Figure 1. The metal 1 layer.
Bar = 20 µm. Supply wires on this layer in gray.
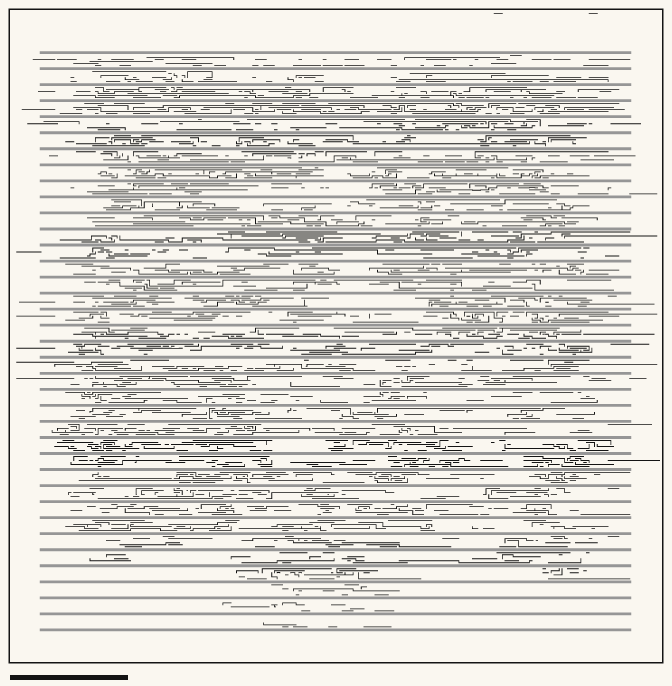
Figure 2. M2 wires.
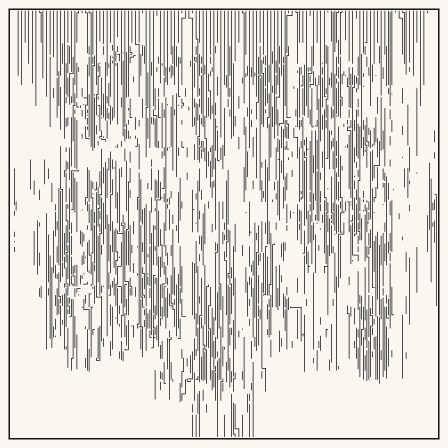
Figure 3. Signal wires on met3.
Bar = 20 µm.
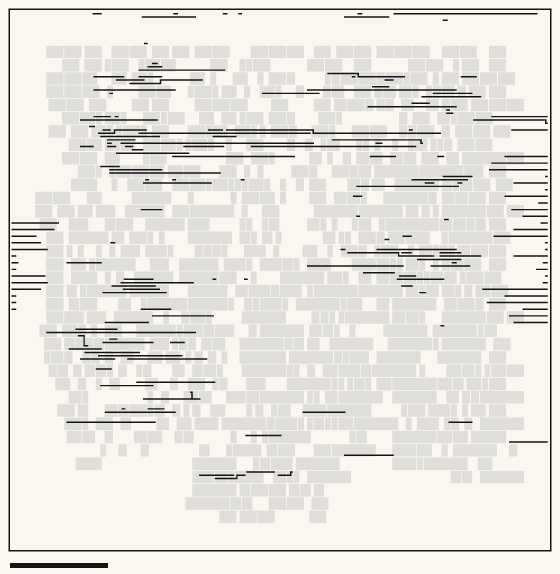
Figure 4. Met4 routing.
Supply wires on this layer in gray.
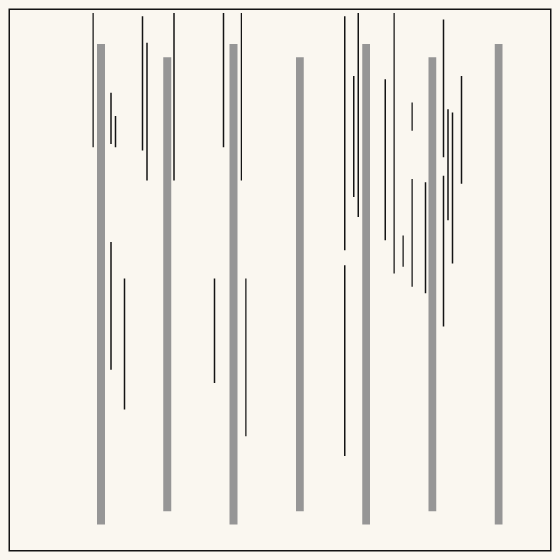
### src/rtl/channel_packet_arbiter_pkg.sv
// Shared constants, state encoding and width helper
// for the channel packet arbiter.
package channel_arb_pkg;

  localparam int NUM_CH_DEF    = 8;
  localparam int DATA_W_DEF    = 16;
  localparam int PKT_WORDS_DEF = 128;

  localparam logic [15:0] HEADER_WORD_DEF = 16'hDEAD;
  localparam logic [15:0] ENDER_WORD_DEF  = 16'hBEEF;

  typedef enum logic [1:0] {
    ST_IDLE  = 2'd0,
    ST_READ  = 2'd1,
    ST_FLUSH = 2'd2
  } arb_state_e;

  function automatic int CH_ID_W(input int n);
    return (n > 1) ? $clog2(n) : 1;
  endfunction

endpackage

### src/rtl/channel_packet_arbiter_picker.sv
// Round-robin priority picker: first requester found
// scanning upward from rr_ptr, wrapping at NUM_CH.
module rr_priority_picker
  import channel_arb_pkg::*;
#(
  parameter int NUM_CH = NUM_CH_DEF,
  parameter int CW     = CH_ID_W(NUM_CH)
) (
  input  logic [NUM_CH-1:0] req_i,
  input  logic [CW-1:0]     rr_ptr_i,
  output logic [NUM_CH-1:0] gnt_o,
  output logic [CW-1:0]     gnt_idx_o,
  output logic              any_o
);

  // Scan from the pointer; the first set request bit wins
  always_comb begin
    int          k;
    logic [CW-1:0] kk;
    gnt_o     = '0;
    gnt_idx_o = '0;
    any_o     = 1'b0;
    k         = 0;
    kk        = '0;
    for (int i = 0; i < NUM_CH; i++) begin
      k  = (int'(rr_ptr_i) + i) % NUM_CH;
      kk = k[CW-1:0];
      if (!any_o && req_i[kk]) begin
        any_o     = 1'b1;
        gnt_idx_o = kk;
      end
    end
    if (any_o) gnt_o[gnt_idx_o] = 1'b1;
  end

endmodule

### src/rtl/channel_packet_arbiter.sv
// Round-robin packet read scheduler: grants one FIFO,
// reads a whole packet, forwards it with tags.
module channel_packet_arbiter
  import channel_arb_pkg::*;
#(
  parameter int NUM_CH    = NUM_CH_DEF,
  parameter int DATA_W    = DATA_W_DEF,
  parameter int PKT_WORDS = PKT_WORDS_DEF,
  parameter logic [DATA_W-1:0] HEADER_WORD =
    DATA_W'(HEADER_WORD_DEF),
  parameter logic [DATA_W-1:0] ENDER_WORD =
    DATA_W'(ENDER_WORD_DEF),
  localparam int CW = CH_ID_W(NUM_CH),
  localparam int NW = $clog2(PKT_WORDS) + 1
) (
  input  logic                     inclk,
  input  logic                     rst_n,
  input  logic [NUM_CH-1:0]        FIFO_ready_mask,
  input  logic [NUM_CH*DATA_W-1:0] FIFO_rd_data,
  output logic [NUM_CH-1:0]        FIFO_rd_request,
  input  logic                     buf_ready,
  output logic [DATA_W-1:0]        out_data,
  output logic                     out_valid,
  output logic                     out_sop,
  output logic                     out_eop,
  output logic [CW-1:0]            out_ch_id,
  output logic                     pkt_err,
  output logic                     busy
);

  arb_state_e        state_q;
  logic [CW-1:0]     rr_ptr_q;
  logic [CW-1:0]     grant_q;
  logic [NUM_CH-1:0] grant_oh_q;
  logic [NW-1:0]     req_cnt_q;
  logic [NW-1:0]     rsp_cnt_q;
  logic              err_q;
  logic              rd_pend_q;
  logic              vld_q;
  logic [DATA_W-1:0] data_q;

  logic [NUM_CH-1:0] pick_gnt;
  logic [CW-1:0]     pick_idx;
  logic              pick_any;
  logic              strobe;
  logic              last_req;
  logic              first_out;
  logic              last_out;
  logic [CW-1:0]     rr_next;
  logic [DATA_W-1:0] sel_word;

  rr_priority_picker #(
    .NUM_CH (NUM_CH),
    .CW     (CW)
  ) u_picker (
    .req_i     (FIFO_ready_mask),
    .rr_ptr_i  (rr_ptr_q),
    .gnt_o     (pick_gnt),
    .gnt_idx_o (pick_idx),
    .any_o     (pick_any)
  );

  // Read strobe: granted FIFO has data, sink has room
  always_comb begin
    strobe = (state_q == ST_READ) && buf_ready
           && FIFO_ready_mask[grant_q]
           && (req_cnt_q < NW'(PKT_WORDS));
    last_req  = strobe
             && (req_cnt_q == NW'(PKT_WORDS - 1));
    first_out = vld_q && (rsp_cnt_q == '0);
    last_out  = vld_q
             && (rsp_cnt_q == NW'(PKT_WORDS - 1));
    rr_next   = (grant_q == CW'(NUM_CH - 1))
              ? '0 : grant_q + 1'b1;
    FIFO_rd_request = strobe ? grant_oh_q : '0;
  end

  // Select the granted channel's slice of the read bus
  always_comb begin
    sel_word = '0;
    for (int i = 0; i < NUM_CH; i++) begin
      if (grant_q == CW'(i))
        sel_word = FIFO_rd_data[i*DATA_W +: DATA_W];
    end
  end

  // Grant FSM, counters, 2-stage data pipe, framing flag
  always_ff @(posedge inclk or negedge rst_n) begin
    if (!rst_n) begin
      state_q    <= ST_IDLE;
      rr_ptr_q   <= '0;
      grant_q    <= '0;
      grant_oh_q <= '0;
      req_cnt_q  <= '0;
      rsp_cnt_q  <= '0;
      err_q      <= 1'b0;
      rd_pend_q  <= 1'b0;
      vld_q      <= 1'b0;
      data_q     <= '0;
    end else begin
      rd_pend_q <= strobe;
      vld_q     <= rd_pend_q;
      if (rd_pend_q) data_q <= sel_word;
      if (vld_q) rsp_cnt_q <= rsp_cnt_q + 1'b1;
      if (first_out && (data_q != HEADER_WORD))
        err_q <= 1'b1;
      unique case (state_q)
        ST_IDLE: begin
          if (buf_ready && pick_any) begin
            grant_q    <= pick_idx;
            grant_oh_q <= pick_gnt;
            state_q    <= ST_READ;
          end
        end
        ST_READ: begin
          if (strobe) req_cnt_q <= req_cnt_q + 1'b1;
          if (last_req) state_q <= ST_FLUSH;
        end
        ST_FLUSH: begin
          if (rsp_cnt_q == NW'(PKT_WORDS)) begin
            rr_ptr_q  <= rr_next;
            req_cnt_q <= '0;
            rsp_cnt_q <= '0;
            err_q     <= 1'b0;
            state_q   <= ST_IDLE;
          end
        end
        default: state_q <= ST_IDLE;
      endcase
    end
  end

  // Output tags decode straight from registered state
  always_comb begin
    out_data  = data_q;
    out_valid = vld_q;
    out_sop   = first_out;
    out_eop   = last_out;
    out_ch_id = grant_q;
    pkt_err   = last_out
             && (err_q || (data_q != ENDER_WORD));
    busy      = (state_q != ST_IDLE);
  end

endmodule

### config.mk
export PLATFORM = sky130hd
export DESIGN_NAME = channel_packet_arbiter
export DESIGN_NICKNAME = d
export VERILOG_FILES = /design/src/rtl/channel_packet_arbiter_pkg.sv /design/src/rtl/channel_packet_arbiter_picker.sv /design/src/rtl/channel_packet_arbiter.sv
export SDC_FILE = /design/constraint.sdc
export NUM_CORES = 1
export LEC_CHECK = 0
export ABC_AREA = 0
export ABC_CLOCK_PERIOD_IN_PS = 5500
export CORE_MARGIN = 5
export CORE_UTILIZATION = 45
export DETAILED_ROUTE_END_ITERATION = 7
export GPL_TIMING_DRIVEN = 0
export PLACE_DENSITY = 0.9
export SYNTH_ARGS = -nofsm -noshare
export SYNTH_HDL_FRONTEND = slang
export SYNTH_SLANG_ARGS = --single-unit
### constraint.sdc
create_clock -name inclk -period 5.5 [get_ports inclk]
set_clock_uncertainty 0.05 [all_clocks]
set_input_delay 1.1 -clock inclk [delete_from_list [all_inputs] [get_ports inclk]]
set_output_delay 1.1 -clock inclk [all_outputs]
set_load 0.03 [all_outputs]
==> flow_summary_export.csv <==
group,metric,value,unit
grt,grt_pass1_vias,5011,
synth,yosys-stat-area,0.00455,mm²
finish,layout_top_cells,"clkdlybuf4s50_1 (169), nand2_1 (80), dfrtp_1 (51), o21ai_0 (47), nor2_1 (41)",
pwr,total_leakage_power,2.39,nW
floorplanning,chipArea,0.0122,mm²
cts,worstSkewPairLatency,310,ps
synth,ys_cells,536,
setup_path,critPathKind,"in -> out",
grt,overflow,0,
finish,largest_reg_flops,16,
cts,cts_buffers,5,
synth,postSynthSeqShare,0.280,
final_timing,max_freq,192,MHz
floorplanning,die_y,111,µm
status,status,"completed",
synth,numSynthFlops,51,
final_timing,finalHoldViolCount,0,
cts,cts_tree,"yes",
finish,num_antenna_cells,0,
finish,final_cells,848,
pwr,power-per-cell-area,315,mW/mm²
drt,wire_per_inst,20.3,µm
drt,drc,0,
final_timing,fin_tns_setup,0,ps
synth,syn_area,0.00455,mm²
synth,postSynthCellCount,536,
cts,htreeDepth,2,
drt,drtIter0Drc,423,
final_timing,rsz0062_at_grt,"no",
cts,cts_resized,1,
synth,synth_nets,686,
setup_path,crit_fanout,10,
min_path,hold_class,"reg -> reg",
final_timing,setup_viol_count_final,0,
synth,synth_top_area_share,0.280,
run,tool_warnings,32,
cts,hold_buffers,0,
place,place_inst,840,
final_timing,drv_slew,0,
finish,syn_to_final_growth,44.4,%
floorplanning,initCoreUtil,0.464,
setup_path,critPathCapture,"FIFO_rd_request[0]",
finish,nNetsFinal,864,
setup_path,critPathArrivalTime,4060,ps
synth,ys_warn_count,0,
## Picture notes: Figure 1
main direction	horizontal
nets with wire on the layer	780
share of all routed wire	38%

## Picture notes: Figure 2
longest straight run	40.8 µm
share of all routed wire	50%
wire length on this layer	8,600 µm
main direction	vertical

## Picture notes: Figure 3
wire length on this layer	1,310 µm
main direction	horizontal
longest straight run	39.3 µm
share of all routed wire	7.6%

## Picture notes: Figure 4
wire length on this layer	726 µm
main direction	vertical
nets with wire on the layer	26

worst min path at each step:
stage                                    from                        end  slack (ps)
finish              grant_oh_q[5]$_DFFE_PN0P_  grant_oh_q[5]$_DFFE_PN0P_         440
global route        grant_oh_q[6]$_DFFE_PN0P_  grant_oh_q[6]$_DFFE_PN0P_         450
detailed placement        rd_pend_q$_DFF_PN0_        out_valid$_DFF_PN0_         420
floorplan                 rd_pend_q$_DFF_PN0_        out_valid$_DFF_PN0_         380
CTS                       rd_pend_q$_DFF_PN0_        out_valid$_DFF_PN0_         440
global placement    grant_oh_q[7]$_DFFE_PN0P_  grant_oh_q[7]$_DFFE_PN0P_         410
logic make-up after synthesis:
family | Yosys count | share of synthesized area
xor+xnor | 14 | 0.0269
simple gates | 184 | 0.191
buf+inv | 60 | 0.0541
flops | 51 | 0.280
fa+ha+maj | 11 | 0.0302
mux | 39 | 0.135
compound gates | 177 | 0.283
worst max-delay path, stage by stage:
cell and delay, ps:
clkdlybuf4s50_1 520, clkbuf_1 340, mux4_2 330, mux2i_1 140, nor4b_4 430, clkbuf_1 330, and2_1 190, clkdlybuf4s50_1 680
final cells by class:
class	instances	area (µm²)
well taps	133	166
multi-input cells	425	3040
fillers	821	3250
flip-flops and latches	51	1280
clock buffers	6	82.6
clock inverters	2	38.8
inverters	13	48.8
repair buffers	171	1720
plain buffers	47	198
report_power, final:
group / total [mW] / internal (mW) / switching (mW)
Sequential: 0.628 / 0.492 / 0.136
Clock: 0.280 / 0.150 / 0.131
Combinational: 1.16 / 0.522 / 0.637
Total: 2.07 / 1.16 / 0.904
layer usage:
layer  part of all wire  global-route usage  vias up
li1                   -                   -     2367
met1               0.38               0.335     2386
met2               0.50               0.472      265
met3              0.076              0.0542       58
met4              0.042               0.101        2
met5            0.00070                   0        -
Power and IR drop assume default switching activity.
